$ cat src/rtl/clk_switch_ctrl.sv
// Sequencer for the SCU glitch-free clock switch: waits for a stable PLL lock, steers sel_clk,
// then holds completion until the switch has settled. Define CLK_SW_FALLBACK_EN for auto-fallback.
module clk_switch_ctrl #(
    parameter int LOCK_CYC    = 16,
    parameter int SETTLE_CYC  = 64,
    parameter int TIMEOUT_CYC = 4096,
    parameter int CNT_W       = 13
) (
    input  logic clk0,
    input  logic rst_n,
    input  logic sw_req,
    input  logic sw_target,
    input  logic pll_lock,
    output logic sel_clk,
    output logic busy,
    output logic done,
    output logic err,
    output logic cur_src,
    output logic fallback
);

    typedef enum logic [1:0] {
        IDLE,
        WAIT_LOCK,
        SWITCH,
        SETTLE
    } state_e;

    localparam logic [CNT_W-1:0] LOCK_LAST   = CNT_W'(LOCK_CYC - 1);
    localparam logic [CNT_W-1:0] SETTLE_LAST = CNT_W'(SETTLE_CYC - 1);
    localparam logic [CNT_W-1:0] TMO_LAST    = CNT_W'(TIMEOUT_CYC - 1);
    localparam logic [CNT_W-1:0] CNT_ONE     = CNT_W'(1);

    state_e           state_q, state_d;
    logic             lock_meta_q, lock_s_q;
    logic [CNT_W-1:0] stable_q, stable_d;
    logic [CNT_W-1:0] tmo_q, tmo_d;
    logic [CNT_W-1:0] settle_q, settle_d;
    logic             target_q, target_d;
    logic             fb_mode_q, fb_mode_d;
    logic             sel_q, sel_d;
    logic             busy_q, busy_d;
    logic             done_q, done_d;
    logic             err_q, err_d;
    logic             cur_q, cur_d;
    logic             fb_q, fb_d;
    logic             fb_start;

`ifdef CLK_SW_FALLBACK_EN
    // Lock seen low on the previous IDLE cycle while running from clk1.
    logic lost_q;

    assign fb_start = (state_q == IDLE) && cur_q && !lock_s_q && lost_q;

    always_ff @(posedge clk0 or negedge rst_n) begin
        if (!rst_n) begin
            lost_q <= 1'b0;
        end else begin
            lost_q <= (state_q == IDLE) && cur_q && !lock_s_q;
        end
    end
`else
    assign fb_start = 1'b0;
`endif

    // NOTE: sequential state uses non-blocking assignments so every flop samples pre-edge values.
    always_ff @(posedge clk0 or negedge rst_n) begin
        if (!rst_n) begin
            lock_meta_q <= 1'b0;
            lock_s_q    <= 1'b0;
            state_q     <= IDLE;
            stable_q    <= '0;
            tmo_q       <= '0;
            settle_q    <= '0;
            target_q    <= 1'b0;
            fb_mode_q   <= 1'b0;
            sel_q       <= 1'b0;
            busy_q      <= 1'b0;
            done_q      <= 1'b0;
            err_q       <= 1'b0;
            cur_q       <= 1'b0;
            fb_q        <= 1'b0;
        end else begin
            lock_meta_q <= pll_lock;
            lock_s_q    <= lock_meta_q;
            state_q     <= state_d;
            stable_q    <= stable_d;
            tmo_q       <= tmo_d;
            settle_q    <= settle_d;
            target_q    <= target_d;
            fb_mode_q   <= fb_mode_d;
            sel_q       <= sel_d;
            busy_q      <= busy_d;
            done_q      <= done_d;
            err_q       <= err_d;
            cur_q       <= cur_d;
            fb_q        <= fb_d;
        end
    end

    // NOTE: every always_comb output gets a default first, so no path can infer a latch.
    always_comb begin
        state_d   = state_q;
        stable_d  = stable_q;
        tmo_d     = tmo_q;
        settle_d  = settle_q;
        target_d  = target_q;
        fb_mode_d = fb_mode_q;
        sel_d     = sel_q;
        cur_d     = cur_q;
        done_d    = 1'b0;
        err_d     = 1'b0;
        fb_d      = 1'b0;

        case (state_q)
            IDLE: begin
                if (fb_start) begin
                    target_d  = 1'b0;
                    fb_mode_d = 1'b1;
                    state_d   = SWITCH;
                end else if (sw_req) begin
                    if (sw_target == cur_q) begin
                        done_d = 1'b1;
                    end else if (!sw_target) begin
                        target_d  = 1'b0;
                        fb_mode_d = 1'b0;
                        state_d   = SWITCH;
                    end else begin
                        target_d  = 1'b1;
                        fb_mode_d = 1'b0;
                        stable_d  = '0;
                        tmo_d     = '0;
                        state_d   = WAIT_LOCK;
                    end
                end
            end
            WAIT_LOCK: begin
                stable_d = lock_s_q ? stable_q + CNT_ONE : '0;
                tmo_d    = tmo_q + CNT_ONE;
                // A lock that completes on the timeout cycle still counts as success.
                if (lock_s_q && (stable_q == LOCK_LAST)) begin
                    state_d = SWITCH;
                end else if (tmo_q == TMO_LAST) begin
                    err_d   = 1'b1;
                    state_d = IDLE;
                end
            end
            SWITCH: begin
                sel_d    = target_q;
                settle_d = '0;
                state_d  = SETTLE;
            end
            SETTLE: begin
                settle_d = settle_q + CNT_ONE;
                if (settle_q == SETTLE_LAST) begin
                    cur_d   = target_q;
                    state_d = IDLE;
                    if (fb_mode_q) begin
                        fb_d = 1'b1;
                    end else begin
                        done_d = 1'b1;
                    end
                end
            end
            default: state_d = IDLE;
        endcase

        busy_d = (state_d != IDLE);
    end

    assign sel_clk  = sel_q;
    assign busy     = busy_q;
    assign done     = done_q;
    assign err      = err_q;
    assign cur_src  = cur_q;
    assign fallback = fb_q;

endmodule
$ cat config.mk
export PLATFORM = sky130hd
export DESIGN_NAME = clk_switch_ctrl
export DESIGN_NICKNAME = d
export VERILOG_FILES = /design/src/rtl/clk_switch_ctrl.sv
export SDC_FILE = /design/constraint.sdc
export NUM_CORES = 1
export LEC_CHECK = 0
export ABC_CLOCK_PERIOD_IN_PS = 5750
export CORE_MARGIN = 1.5
export CORE_UTILIZATION = 60
export DETAILED_ROUTE_END_ITERATION = 12
export PLACE_DENSITY_LB_ADDON = 0.08
export SYNTH_ARGS = -nofsm -noshare
export SYNTH_HDL_FRONTEND = slang
export SYNTH_SLANG_ARGS = --single-unit
$ cat constraint.sdc
create_clock -name clk0 -period 5.75 [get_ports clk0]
set_input_delay 1.15 -clock clk0 [delete_from_list [all_inputs] [get_ports clk0]]
set_output_delay 1.15 -clock clk0 [all_outputs]
set_load 0.03 [all_outputs]
Signal wires on met2:
Cells faint in the background.
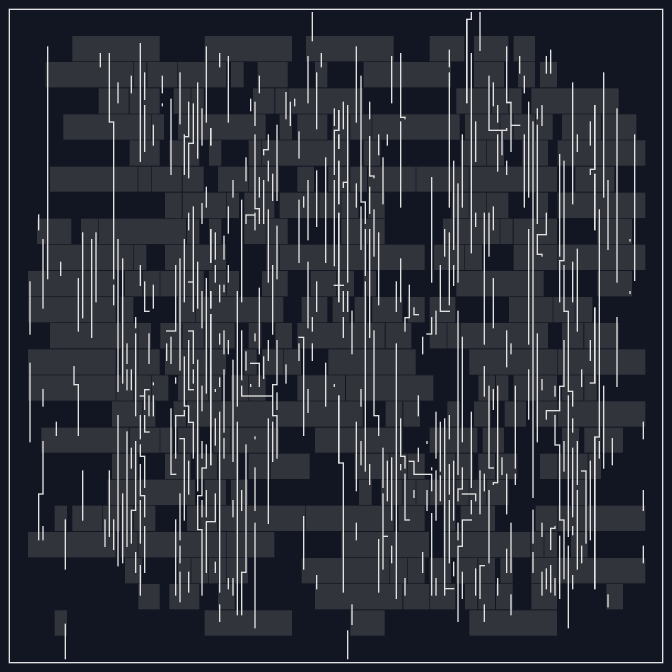
longest straight run: 39.1 microns
wire length on this layer: 2100 microns
share of all routed wire: 46%
nets with wire on the layer: 218
main direction: vertical
via count: 1936
WL final: 4580 microns

Placement view:
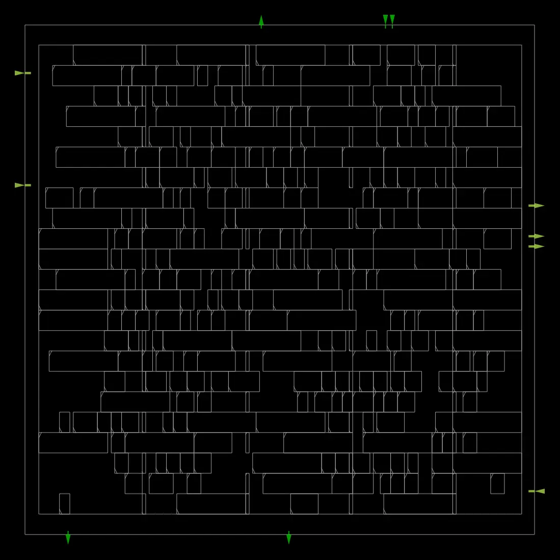
tapcell count: 50
Seq/total area: 44.6%

Placed cells, one color a class:
The bar under the picture is 20 microns long.
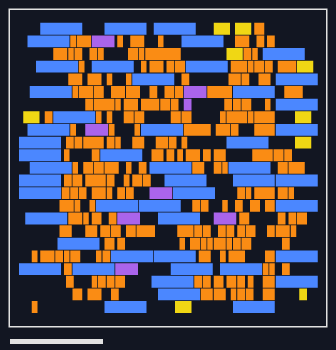
| color | class | cells | share of their area |
|---|---|---|---|
| blue | flops | 49 | 46% |
| purple | clock drivers and dummy loads | 8 | 3.8% |
| yellow | other buffers and delay cells | 9 | 3.2% |
| orange | combinational and other logic | 207 | 47% |
total core area: 4030 sq um
# rows: 23
Final Util: 68.2%
Final Instance Area: 2750 sq um

Gate families picked out:
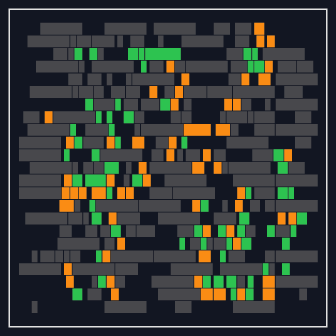
| color | family | cells | where |
|---|---|---|---|
| green | NAND gates | 61 | widely spread |
| orange | inverting AOI/OAI gates | 58 | widely spread |
Comb area share: 45.6%
top logic cell by instance count in the layout: dfrtp_1

==> deck_impl_summary.md <==
Synthesis and Place & Route Summary

Route
  • Uppermost routed layer: met4
  • Drt wl/cell: between 10 and 15 microns
  • Post-route ant nets: 0
  • Final routed DRC violation total: 0
  • Vias/cell: 5.99
  • Metal1 wirelength: 2270 microns
  • WL met2: roughly 2100 microns
  • First-pass iteration count of the detailed router: 5
  • Iter 0 DRT Violations: between 100 and 150

Placement
  • Post-place setup slack: about 2.6 ns
  • GP Congestion: roughly 0.8
  • Placed Area: between 2000 and 3000 sq um
  • DP Wirelength: between 3000 and 4000 microns
  • Port-buffer cells: 9
  • Placed cell count: approximately 320

Final timing
  • Max-slew headroom at the worst pin: 30.0%
  • Final Max Slew Viols: 0
  • Worst hold slack: between 0.3 and 0.4 ns
  • Final Critical Period: around 2.8 ns
  • Worst slew pin tran: about 1.1 ns
  • Maximum clock rate: between 300 and 400 MHz
  • Clk_skew: a little under 0.01 ns
  • Final Hold Violation Tally: 0
  • Final setup fails: 0
  • Cycle use final: just under 50%

Worst setup path
  • CP required: approximately 6.0 ns
  • Worst reg-to-reg path cell count: 7
  • RR Endpoint: stable_q[11]
  • Nature of the critical path endpoint: flop
  • Crit path to: stable_q[11]
  • Startpoint types: input port
  • CP Class: input port to flop
  • Arrival time worst endpoint: between 3 and 4 ns
  • Crit path from: sw_target

Global routing
  • Initial antenna violation count: 0
  • Grt ovf: 0
  • Number of global-route vias before repair: 1651
  • Gr usage total: 21.8%
  • Pin count of the biggest net entering global routing: 50

Layout
  • Fin cells: approximately 320
  • Non-clock inverter count: 5
  • Layout area overhead: 8.55%
  • ClkCell Share: 3.69%
  • Logic area: around 1300 sq um
  • Comb gates: approximately 200
  • Fillers: about 320
  • Total inserted antenna cells: 0
  • Nets@finish: around 280
  • Flip-flops: between 40 and 50
  • Sequential Area: between 1000 and 1500 sq um
  • Signal buffers: 9
  • Buffer share of cell area: 3.10%

Logic synthesis
  • Complex Gates by Area: around 15%
  • Biggest area cells: dfrtp_1 (48%), o21ai_0 (6.1%), nand2_1 (3.7%)
  • Distinct cell type count after synthesis: ~50
  • Post-synthesis async set-or-reset flop share: 100%
  • Post-Syn Instances: 263
  • Top non-seq family: simple AND/OR/NAND/NOR gates
  • Synth warnings: 0
  • Post-synthesis register bit count: approximately 50
  • Post-synth seq share: 48.4%
  • Synth Area per Inst: around 9.6 sq um
  • Dominant cell by count in the synthesized netlist: dfrtp_1
  • Yosys xor share: approximately 4.5%
  • Area leader, netlist: dfrtp_1
  • Mux share: under 10%
  • EDFF count, synth: 0
  • Syn_nets: about 280
  • Commonest cells in the netlist: dfrtp_1 (49), o21ai_0 (31), nand2_1 (25), nor2_1 (21), nand3_1 (16)
  • Main flop type: dfrtp_1

Clocking
  • CTS tree: done
  • Worst-Skew Late Latency: 0.30 ns
  • Clk buf depth: 2
  • TritonCTS Buffers: 5
  • CTS Hold Buffers Added: 0

Status
  • Status: completed

Floorplanning
  • Die area: ~4600 sq um
  • Io pins: 11
  • Die W: between 60 and 70 microns
  • Core Util at FP: between 60% and 70%

Hold path
  • Hold crit path type: flop to flop
  • HP Start: lock_meta_q

Pwr
  • Pleak: about 1.2 nW
  • Power Total: ~0.92 mW
  • Power per Cell Area: about 340 nW/um^2

Job
  • OpenROAD warning count: 29
[critical path: stages]
cell and delay [ns]:
clkdlybuf4s50_1 0.57, and4b_1 0.33, or2_2 0.25, nand4_2 0.20
or3_1 0.39, a21oi_1 0.15
[per-layer routing]
metal | track usage, % | up-vias
met5 | 0 | -
li1 | - | 967
met2 | 33.4 | 31
met1 | 30.9 | 933
met3 | 4.93 | 5
met4 | 6.75 | 0
[sequential cells by signal, summed over array words and instances, names as in the netlist, 2 cells and up]
signal,cells
settle_q,13
stable_q,13
state_q,2
tmo_q,13
[where the power goes]
part	internal (mW)	switching (mW)
Sequential	0.384	0.0430
Clock	0.109	0.112
Combinational	0.100	0.176
Total	0.593	0.330
Power and IR drop assume default switching activity.
